==> config.mk <==
export PLATFORM = sky130hd
export DESIGN_NAME = target_resolve_queue
export DESIGN_NICKNAME = d
export VERILOG_FILES = /design/src/rtl/target_resolve_queue.sv
export SDC_FILE = /design/constraint.sdc
export NUM_CORES = 1
export LEC_CHECK = 0
export ABC_AREA = 1
export CAP_MARGIN = 5
export CELL_PAD_IN_SITES_DETAIL_PLACEMENT = 0
export CELL_PAD_IN_SITES_GLOBAL_PLACEMENT = 1
export CORE_ASPECT_RATIO = 0.75
export CORE_MARGIN = 10
export CORE_UTILIZATION = 37
export DETAILED_ROUTE_END_ITERATION = 8
export PLACE_DENSITY_LB_ADDON = 0.3
export RECOVER_POWER = 100
export SETUP_SLACK_MARGIN = 0.4
export SLEW_MARGIN = 20
export SYNTH_ARGS = -nofsm -noshare
export SYNTH_HDL_FRONTEND = slang
export SYNTH_SLANG_ARGS = --single-unit
==> constraint.sdc <==
create_clock -name clk -period 3.9 [get_ports clk]
set_input_delay 0.585 -clock clk [delete_from_list [all_inputs] [get_ports clk]]
set_output_delay 0.585 -clock clk [all_outputs]
set_load 0.03 [all_outputs]
==> images/clocks.png <==
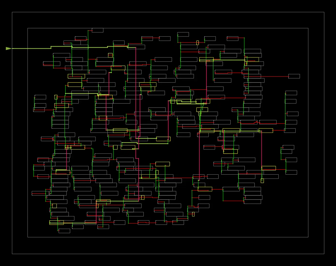
TritonCTS Buffers: 23
# clk buffers: 28
TritonCTS Sinks: 219
Post-Route Skew: 0.0236 ns

==> images/logic_types.png <==
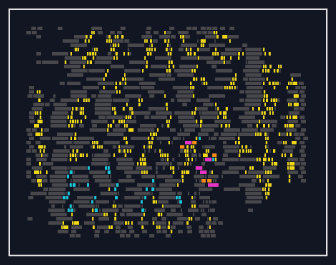
[NAND gates] yellow | cells: 476
[adder and majority cells] magenta | cells: 5
[XOR/XNOR gates] orange | cells: 5 | where: middle
[inverting AOI/OAI gates] cyan | cells: 32
most common cell after layout, fill and taps aside: sky130_fd_sc_hd__nand2_1
combinational share of cell area: 21.8%

==> images/flops_by_reg.png <==
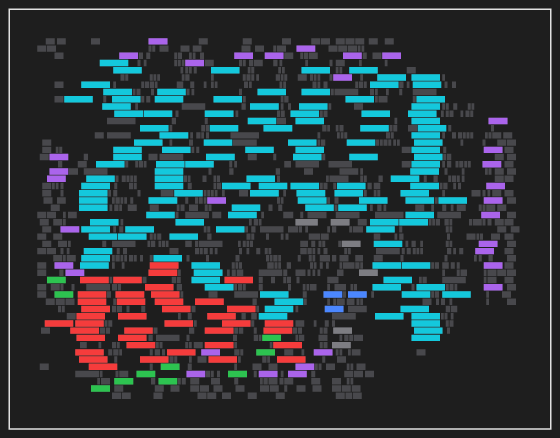
[`redirect_pc_o`] purple | sequential cells: 32 | where: all over the die
[`tgt_mem`] cyan | sequential cells: 128
[`count_o`] blue | sequential cells: 3
[`idx_mem`] red | sequential cells: 40
[`index_update_o`] green | sequential cells: 10
share of cell area taken by flip-flops and latches: 51.6%
storage element area: 6070 um2
power attributed to sequential cells: 0.00293 W
final core utilization: 47.4%

==> images/placement_by_type.png <==
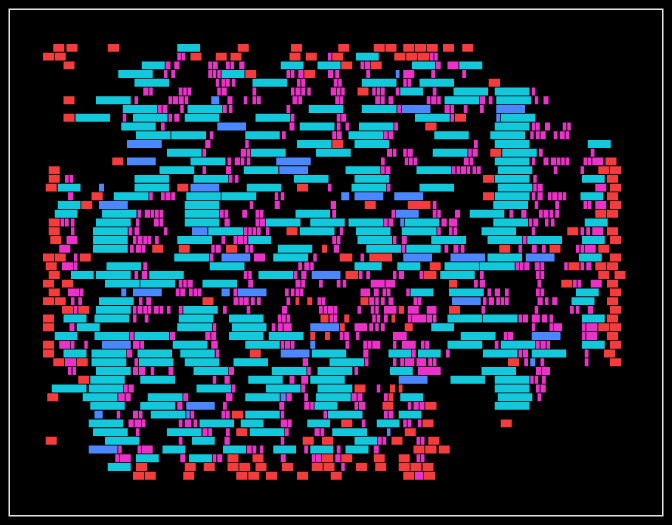
[other buffers and delay cells] red | cells: 181 | share of their area: 16%
[combinational and other logic] magenta | cells: 606 | share of their area: 24%
[flops] cyan | cells: 219 | share of their area: 54%
[clock drivers and dummy loads] blue | cells: 42 | share of their area: 6.8%
cell area after layout: 11800 um2
number of cell rows: 50
core area: 24800 um2

==> run_summary.xml <==
<?xml version="1.0" encoding="UTF-8"?>
<metrics>
  <group name="hold_path">
    <metric name="worstHoldPathType" unit="">flip-flop to flip-flop</metric>
    <metric name="worst_hold_path_depth" unit="">2</metric>
  </group>
  <group name="power">
    <metric name="clock_net_power" unit="W">0.00222</metric>
    <metric name="post-layout-total-power" unit="W">0.00768</metric>
  </group>
  <group name="placement">
    <metric name="minimum_setup_slack_after_placement" unit="ns">0.553</metric>
    <metric name="finalWeightedCongestion" unit="">0.752</metric>
  </group>
  <group name="synthesis">
    <metric name="synth_compound_gate_area_share" unit="%">1.86</metric>
    <metric name="synth.logic.top_family" unit="">simple AND/OR/NAND/NOR gates</metric>
    <metric name="synth.cellmix.simpleShare" unit="%">24.5</metric>
    <metric name="yosys.cell_types.count" unit="">26</metric>
    <metric name="synth.ff_latch_count" unit="">219</metric>
  </group>
  <group name="die">
    <metric name="initial_core_util" unit="%">37.5</metric>
    <metric name="die-height" unit="um">157</metric>
  </group>
  <group name="drt">
    <metric name="vias_per_cell" unit="">4.62</metric>
    <metric name="drcViolationCount" unit="">0</metric>
    <metric name="detail_routed_net_length_per_standard_cell" unit="um">16.7</metric>
  </group>
  <group name="global_route">
    <metric name="grt_max_degree" unit="">87</metric>
    <metric name="grt_pass1_wl" unit="um">36400</metric>
  </group>
  <group name="sta">
    <metric name="timing.max_slew.rel_slack" unit="%">34.7</metric>
    <metric name="finalClockPeriodUsage" unit="%">83.5</metric>
  </group>
  <group name="clock_tree">
    <metric name="cts.path.max_buffers" unit="">3</metric>
    <metric name="cts_max_level" unit="">1</metric>
    <metric name="clock_tree_from_tritoncts" unit="">done</metric>
  </group>
  <group name="outcome">
    <metric name="outcome" unit="">finished, final reports clean</metric>
  </group>
</metrics>
[metal layers]
metal / part of all wire (%) / global-route usage [%] / wire, um
met5: 0.15 / 0 / 35
met4: 1.6 / 3.19 / 376
met3: 6.3 / 4.07 / 1470
met2: 47 / 24.1 / 10900
met1: 45 / 18.3 / 10500
[Yosys cell counts (all sizes together)]
master / count / area (um2)
clkinv: 1 / 3.75
xnor2: 2 / 17.5
ha: 4 / 50.1
dfxtp: 51 / 1020
nand3b: 6 / 45.0
o22ai: 10 / 62.6
inv: 41 / 154
clkbuf: 8 / 30.0
nand3: 140 / 801
nor2: 43 / 169
nor3: 2 / 10.0
xor2: 3 / 26.3
o21ai: 20 / 100
buf: 66 / 487
a21oi: 2 / 10.0
fa: 1 / 20.0
nor3b: 1 / 7.51
nand2: 330 / 1240
edfxtp: 168 / 5040
[cell usage in the layout (no fill, tap or decap)]
master	Yosys	routed
sky130_fd_sc_hd__clkbuf_2	0	9
sky130_fd_sc_hd__dfxtp_1	51	50
sky130_fd_sc_hd__diode_2	0	4
sky130_fd_sc_hd__inv_1	39	39
sky130_fd_sc_hd__dlygate4sd3_1	0	125
sky130_fd_sc_hd__inv_16	0	1
sky130_fd_sc_hd__clkinv_2	0	5
sky130_fd_sc_hd__clkdlybuf4s50_1	0	35
sky130_fd_sc_hd__o22ai_1	10	10
sky130_fd_sc_hd__xnor2_1	2	2
sky130_fd_sc_hd__nor2_4	1	2
sky130_fd_sc_hd__nand3_2	20	20
sky130_fd_sc_hd__bufinv_16	0	3
sky130_fd_sc_hd__nor3b_1	1	1
sky130_fd_sc_hd__clkbuf_16	0	23
sky130_fd_sc_hd__clkinvlp_4	0	4
sky130_fd_sc_hd__clkbuf_1	8	7
sky130_fd_sc_hd__clkbuf_8	0	1
sky130_fd_sc_hd__inv_2	2	3
sky130_fd_sc_hd__clkinv_1	1	1
sky130_fd_sc_hd__nor2_1	42	41
sky130_fd_sc_hd__o21ai_0	20	20
sky130_fd_sc_hd__nand3_1	120	120
sky130_fd_sc_hd__nor3_1	2	2
sky130_fd_sc_hd__buf_12	0	2
sky130_fd_sc_hd__buf_6	7	3
sky130_fd_sc_hd__dfxtp_4	0	1
sky130_fd_sc_hd__ha_1	4	4
sky130_fd_sc_hd__buf_4	37	4
sky130_fd_sc_hd__edfxtp_1	168	168
sky130_fd_sc_hd__nand3b_1	6	6
sky130_fd_sc_hd__nand2_1	328	330
sky130_fd_sc_hd__fa_1	1	1
sky130_fd_sc_hd__a21oi_1	2	2
sky130_fd_sc_hd__xor2_1	3	3
[cell type report]
cell class / instances / area share, %
flip-flops and latches: 219 / 51.6
diodes: 4 / 0.0851
repair buffers: 181 / 15.0
clock buffers: 28 / 5.14
clock inverters: 14 / 1.44
multi-input cells: 564 / 21.8
well taps: 338 / 3.60
inverters: 42 / 1.34
[worst min-delay path, stage by stage (launching register included)]
cell                      delay [ns]
sky130_fd_sc_hd__dfxtp_1        0.31
sky130_fd_sc_hd__nand3_2        0.06
sky130_fd_sc_hd__nand2_1        0.04
[repair_timing]
item,CTS,global route
resized,0,3
endpoints found under the hold margin,0,0
hold buffers,0,0
endpoints found under the setup margin,0,2
setup buffers,0,0
Power is estimated from default activity; no workload was simulated.
